### config.mk
export PLATFORM = sky130hd
export DESIGN_NAME = alu_ctrl
export DESIGN_NICKNAME = d
export VERILOG_FILES = /design/src/rtl/alu_pkg.sv /design/src/rtl/alu_ctrl.sv
export SDC_FILE = /design/constraint.sdc
export NUM_CORES = 1
export LEC_CHECK = 0
export ABC_AREA = 1
export CORE_ASPECT_RATIO = 1.4
export CORE_MARGIN = 3
export CORE_UTILIZATION = 35
export CTS_CLUSTER_DIAMETER = 150
export DETAILED_ROUTE_END_ITERATION = 8
export GPL_TIMING_DRIVEN = 0
export PLACE_DENSITY = 0.84
export SLEW_MARGIN = 5
export SYNTH_ARGS = -nofsm -noshare
export SYNTH_HDL_FRONTEND = slang
export SYNTH_SLANG_ARGS = --single-unit
### constraint.sdc
create_clock -name clk -period 1.3 [get_ports clk]
set_clock_uncertainty 0.15 [all_clocks]
set_input_delay 0.26 -clock clk [delete_from_list [all_inputs] [get_ports clk]]
set_output_delay 0.26 -clock clk [all_outputs]
set_load 0.005 [all_outputs]
### src/rtl/alu_pkg.sv
// Shared definitions for the datapath ALU and its sequencing stage.
package alu_pkg;

  // ALU opcode encoding, shared with the ALU itself.
  typedef enum logic [2:0] {
    ALU_ADD = 3'b000,
    ALU_SUB = 3'b001,
    ALU_AND = 3'b010,
    ALU_OR  = 3'b011,
    ALU_NEG = 3'b100,
    ALU_SHL = 3'b101,
    ALU_SHR = 3'b110,
    ALU_LDI = 3'b111
  } alu_op_t;

  // Controller sequencing states.
  typedef enum logic [1:0] {
    IDLE = 2'd0,
    EXEC = 2'd1,
    WB   = 2'd2
  } ctrl_state_t;

  // Only the arithmetic ops produce a meaningful carry-out.
  function automatic logic op_writes_carry(input alu_op_t op);
    return (op == ALU_ADD) || (op == ALU_SUB);
  endfunction

endpackage

### src/rtl/alu_ctrl.sv
// Sequencing/register stage in front of the datapath ALU: instruction
// handshake, operand latch, accumulator, and C/Z/N flag generation.
module alu_ctrl
  import alu_pkg::*;
#(
  parameter int unsigned DATA_WIDTH = 8
) (
  input  logic                  clk,
  input  logic                  rst,
  input  logic                  instr_valid,
  output logic                  instr_ready,
  input  logic [2:0]            instr_op,
  input  logic [DATA_WIDTH-1:0] instr_operand,
  input  logic                  instr_use_carry,
  output logic [DATA_WIDTH-1:0] alu_a,
  output logic [DATA_WIDTH-1:0] alu_b,
  output logic                  alu_cin,
  output logic [2:0]            alu_op,
  output logic                  alu_alue,
  input  logic [DATA_WIDTH-1:0] alu_r,
  input  logic                  alu_cout,
  output logic [DATA_WIDTH-1:0] acc,
  output logic                  flag_c,
  output logic                  flag_z,
  output logic                  flag_n,
  output logic                  done
);

  ctrl_state_t           r_state;
  ctrl_state_t           w_next;
  logic                  w_accept;
  alu_op_t               r_op;
  logic [DATA_WIDTH-1:0] r_operand;
  logic                  r_use_carry;
  logic [DATA_WIDTH-1:0] r_acc;
  logic                  r_c;
  logic                  r_z;
  logic                  r_n;
  logic [DATA_WIDTH-1:0] w_result;

  // State register; reset returns to IDLE and abandons any in-flight op.
  always_ff @(posedge clk) begin
    if (rst) r_state <= IDLE;
    else     r_state <= w_next;
  end

  // Next-state and per-state control outputs.
  always_comb begin
    w_next      = r_state;
    w_accept    = 1'b0;
    instr_ready = 1'b0;
    alu_alue    = 1'b0;
    alu_cin     = 1'b0;
    done        = 1'b0;
    case (r_state)
      IDLE: begin
        instr_ready = 1'b1;
        if (instr_valid) begin
          w_accept = 1'b1;
          w_next   = EXEC;
        end
      end
      EXEC: begin
        alu_alue = (r_op != ALU_LDI);
        alu_cin  = r_use_carry & r_c;
        w_next   = WB;
      end
      WB: begin
        done   = 1'b1;
        w_next = IDLE;
      end
      default: w_next = IDLE;
    endcase
  end

  // Instruction latch; inputs are only captured on an IDLE handshake.
  always_ff @(posedge clk) begin
    if (rst) begin
      r_op        <= ALU_ADD;
      r_operand   <= '0;
      r_use_carry <= 1'b0;
    end else if (w_accept) begin
      r_op        <= alu_op_t'(instr_op);
      r_operand   <= instr_operand;
      r_use_carry <= instr_use_carry;
    end
  end

  // LDI bypasses the ALU; the result bus is only read while it is enabled.
  always_comb begin
    w_result = (r_op == ALU_LDI) ? r_operand : alu_r;
  end

  // Accumulator and flags commit at the end of EXEC.
  always_ff @(posedge clk) begin
    if (rst) begin
      r_acc <= '0;
      r_c   <= 1'b0;
      r_z   <= 1'b0;
      r_n   <= 1'b0;
    end else if (r_state == EXEC) begin
      r_acc <= w_result;
      if (op_writes_carry(r_op)) r_c <= alu_cout;
      r_z   <= (w_result == '0);
      r_n   <= w_result[DATA_WIDTH-1];
    end
  end

  assign alu_a  = r_acc;
  assign alu_b  = r_operand;
  assign alu_op = r_op;
  assign acc    = r_acc;
  assign flag_c = r_c;
  assign flag_z = r_z;
  assign flag_n = r_n;

endmodule

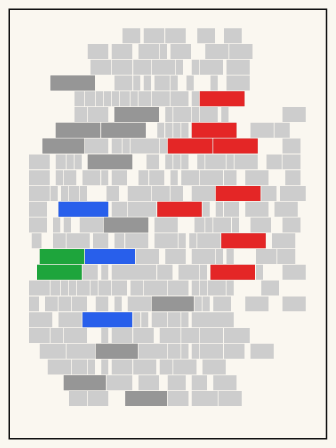
*Sequential cells colored by netlist name, run 1*
Other sequential cells in the stronger gray, the rest of the logic in the fainter gray.
[green] r_state | flops: 2
[blue] alu_op | flops: 3
[red] acc | flops: 8
not colored: 11
Seq area share: 22.9%
Core Util, Final: 71.6%
Reg area: 512 um^2
Seq. pwr: 0.830 mW

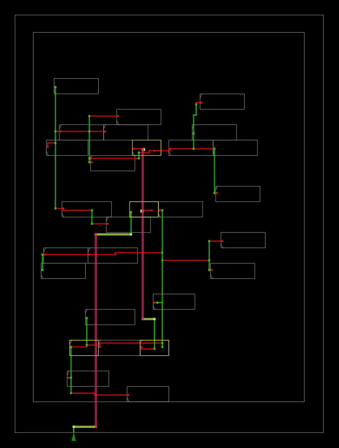
*Clock nets, run 1*
clk sink count: 24
cts bufs inserted: 3
Clk. pwr: 0.513 mW

==> results.txt, run 1 <==
run results: die x size 54.4 um, final tally of hold violations 0, CP Cell Sequence nor2_4, buf_6, buf_6, inv_4, nor2_2, buf_2, synthesized area per cell 7.41 um^2, Synth top cells by count nand2_1, inv_1, dfxtp_1, nor2_1, buf_4, top sig layer met4, logic area 532 um^2, Worst Reg-to-Reg Cells 9, Final WS setup -0.326 ns, Synth warnings 0, wire length on met3 roughly 200 um, global route hottest layer met2, Reg-to-Reg Start alu_op[1]$_SDFFE_PP0P_, Achievable Freq around 600 MHz, clk_lat worst skew approximately 0.27 ns, area fraction in mux cells 0%, end of the critical path alu_cin, Final Slew Violations 0, Critical Path Stages 6, core area 3120 um^2, AO/OA Area Share 16.6%, r2r endpoint flag_z$_SDFFE_PP0P_, VDD IR-drop max 932 uV, Max Cap Viol 0, PortBufs 57, Top FF cell, synth dfxtp_1, Tmin final 1.63 ns, grt met2 use between 30% and 40%, Biggest Area Class non-clock buffers, asr flop ratio synth 0%, ratio of final minimum period to clock period 125%, gr ovfl total 0, placer congestion estimate 0.763, PwrDens 860 nW/um^2, largest net degree at the start of global routing 14, Power Total 1.92 mW, Non-clk invs 26, Post-Route WL ~3900 um, tool warning count 28, Place WS -0.620 ns, kind of critical path register to output port, Setup crit start r_state[1]$_SDFFE_PP0P_, Leak 1.10 nW, register bit total from synthesis 24, crit path capture type output port, DR vias 1339, flop count 24, antenna violations before repair 0, Post-Layout Cell Count 281, FILL cells 221, max_slew headroom 82.5%, first-pass GRT wire length 5660 um, Metal-1 WL 1430 um, DP HPWL roughly 2300 um, CP delay by family, top buffers and inverters, simple share 22.4%, row count 24, cells in synth_stat.txt 155, postcts setup bufs 30, failing checks negative setup slack, nets 267, Worst path max stage delay 0.35 ns, metal2 WL between 2000 and 2500 um, most frequent CP cell buf_6, I/O pins 58, CTS tree done, initial DRC count 22, Worst Tran Pin Value 0.260 ns, vias in the first global route ~1200, detailed-route wire length per cell 13.8 um, tapcell count 39, synthesized instance count 155, clock power share 26.7%, synthesis-to-finish area growth 94.7%, final non-filler cell area 2240 um^2, leading area contributor after synthesis dfxtp_1, Worst Path Required about 0.89 ns, Pint 1.41 mW, Crit path arrival time 1.22 ns, ClkCell Share 2.46%, mapped cell area 1150 um^2, class of the worst hold path input port to register, clock buffers 4, Cell Type Count 21, crit start category register, layout cells sized above 1 47.5%, Die ar. 4010 um^2, Flop pwr share 43.1%, Longest Clk Path Bufs 2, hold path startpoint rst, Yosys top cell by instances nand2_1, yosys stat chip area 1150 um^2, logic share of the area 23.8%, unrepaired setup endpoints after global routing yes, Comb pwr share 30.2%, hold slack 0.270 ns, met1 usage a little over a fifth, CP max stage cell dfxtp_2, Root Buffer clkbuf_8, placed cell count around 250, Final TNS setup -2.58 ns, Buffers & Inverters on Critical Path 4, Syn Nets 179, vias per inst 4.77, status complete, but fails checks, most frequent logic cell in the layout buf_6, Hold Buf Count CTS 0, buffering overhead 44.1%, top cell type's share of synthesized area 41.8%, comb_multi_in just under 90, R2R setup slack -0.24 ns, H-tree Lvls 1, Min-Delay Endpoint acc[1]$_SDFFE_PP0P_, gr usage total between 10% and 20%, Hold Path Cell Cnt 3, Buffers excl. clock 99, Post-Place Cell Area 1770 um^2, post-cts sizing count between 100 and 150, Die Y ~74 um, Post-synth EDFFs 0, Synth Seq Share 41.8%, clock slew at reported path FFs 0.09 ns, biggest area cells dfxtp_1, nand2_1, inv_1, nor2_1, buf_4, diodes inserted 0, # DRC 0, Comb. pwr 0.581 mW, switching part of the total 26.6%, CP Max Fanout 3, Largest logic family simple AND/OR/NAND/NOR gates, XOR-XNOR Cells, Area Fraction 0%, Pre-antenna DRT Iters 4, final setup fails 20, M3 GR Usage 1.42%, fp_density 36.8%, Top Layout Cells buf_6, nand2_1, clkdlybuf4s50_1, Switching Power 0.511 mW, Top power group registers, Detail Route Antenna Nets 0
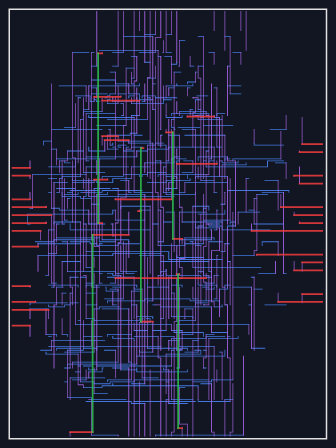
*Routed metal, one color a layer, run 1*
[red] metal 3 | wire length: 202 um
[green] metal 4 | wire length: 138 um
[blue] metal 1 | wire length: 1430 um
[purple] metal 2 | wire length: 2110 um

### Gate-type map, run 1

Scale bar: 20 um.
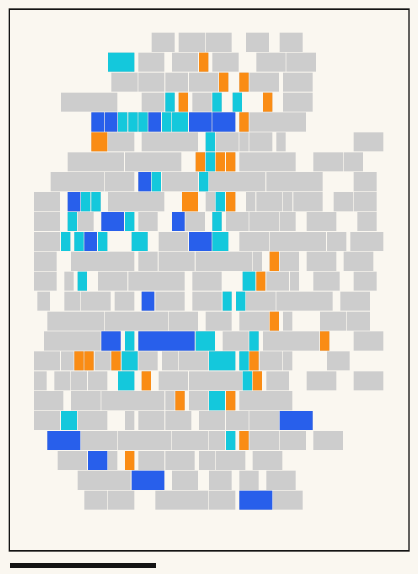

==> run 1 -> run 2 <==
Settings changed: PLACE_DENSITY 0.84 to not set, PLACE_DENSITY_LB_ADDON set to 0.3.
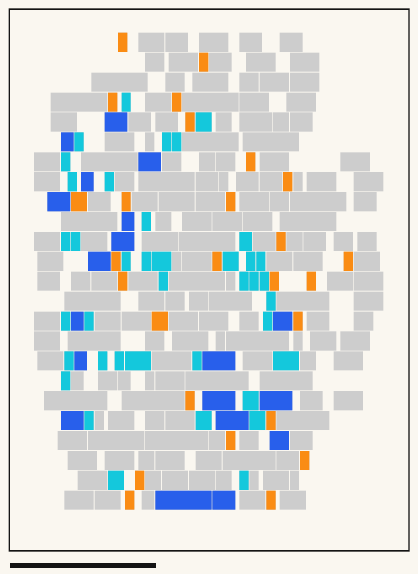
*Gate-type map, run 2*
Scale bar: 20 um.
[blue] aoi and oai cells | cells: 19
[orange] inv cells | cells: 26
[cyan] nand cells | cells: 39
Post-Layout Cell Count: 280
most frequent logic cell in the layout: buf_6
logic share of the area: 24.9%

==> run 2 against run 1 <==
  * The run still ends with negative setup slack left
  * Critical path type unchanged
  * Wire length grew 0.57%
  * Clock power down 2%
  * Synthesized cell count unchanged
  * Combinational power is essentially flat
  * Critical path depth unchanged
  * Clock-buffer cell count stayed put
  * Via count decreased by 0.37%
  * Sequential power decreased by 0.6%
  * First-iteration DRC count grew to 2.6 times the previous value
==> results.txt, run 2 <==
run results: failing checks negative setup slack, Reg-to-Reg Start r_state[1]$_SDFFE_PP0P_, hold path startpoint rst, PwrDens 856 nW/um^2 (-0.53%), Final WS setup -0.337 ns (-0.0111 ns), ClkCell Share 2.46% (about the same), H-tree Lvls 1 (unchanged), Flop pwr share 43.1% (about the same), final non-filler cell area 2240 um^2 (about the same), R2R setup slack -0.33 ns (-0.09 ns), Place WS -0.622 ns (-0.00123 ns), Largest logic family simple AND/OR/NAND/NOR gates, Pre-antenna DRT Iters 4 (unchanged), Worst Tran Pin Value 0.261 ns (+0.00159 ns), buffering overhead 42.8% (-1.3 points), CP Max Fanout 3 (unchanged), tool warning count 28 (unchanged), VDD IR-drop max 716 uV (-23%), Tmin final 1.64 ns (+0.0111 ns), Switching Power 0.509 mW (-0.49%), Min-Delay Endpoint acc[4]$_SDFFE_PP0P_, Leak 1.09 nW (-1.4%), logic area 557 um^2 (+4.7%), placed cell count 251 (unchanged), CP delay by family, top flip-flops, Clk. pwr 0.505 mW (-2%), top sig layer met4, row count 24 (unchanged), Comb. pwr 0.584 mW (about the same), status complete, but fails checks, final tally of hold violations 0 (unchanged), Crit path arrival time 1.23 ns (about the same), leading area contributor after synthesis dfxtp_1, Reg area 517 um^2 (+0.98%), Post-synth EDFFs 0 (unchanged), nets 266 (-0.37%), clk sink count 24 (unchanged), clock power share 26.4% (-0.3 points), final setup fails 25 (+25%), Post-Place Cell Area 1770 um^2 (unchanged), antenna violations before repair 0 (unchanged), AO/OA Area Share 16.6% (unchanged), comb_multi_in 89 (unchanged), synthesized area per cell 7.41 um^2 (unchanged), Cell Type Count 21 (unchanged), Synth top cells by count nand2_1, inv_1, dfxtp_1, nor2_1, buf_4, Top power group registers, end of the critical path alu_cin, Final TNS setup -3.27 ns (-0.692 ns), layout cells sized above 1 49.0% (+1.4 points), Detail Route Antenna Nets 0 (unchanged), Synth warnings 0 (unchanged), Hold Path Cell Cnt 3 (unchanged), kind of critical path register to output port, clock slew at reported path FFs 0.09 ns (about the same), cts bufs inserted 3 (unchanged), Core Util, Final 71.6% (about the same), crit path capture type output port, class of the worst hold path input port to register, CP max stage cell dfxtp_4, Final Slew Violations 0 (unchanged), Buffers & Inverters on Critical Path 4 (unchanged), Die Y 73.8 um (unchanged), XOR-XNOR Cells, Area Fraction 0% (unchanged), mapped cell area 1150 um^2 (unchanged), diodes inserted 0 (unchanged), Yosys top cell by instances nand2_1, Buffers excl. clock 98 (-1.0%)
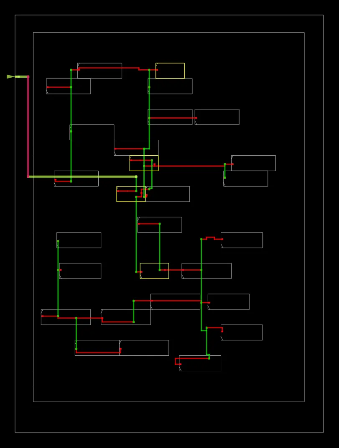
*Clock nets, run 2*
flop count: 24
clk_lat worst skew: 0.26 ns

Power is estimated from default activity; no workload was simulated.
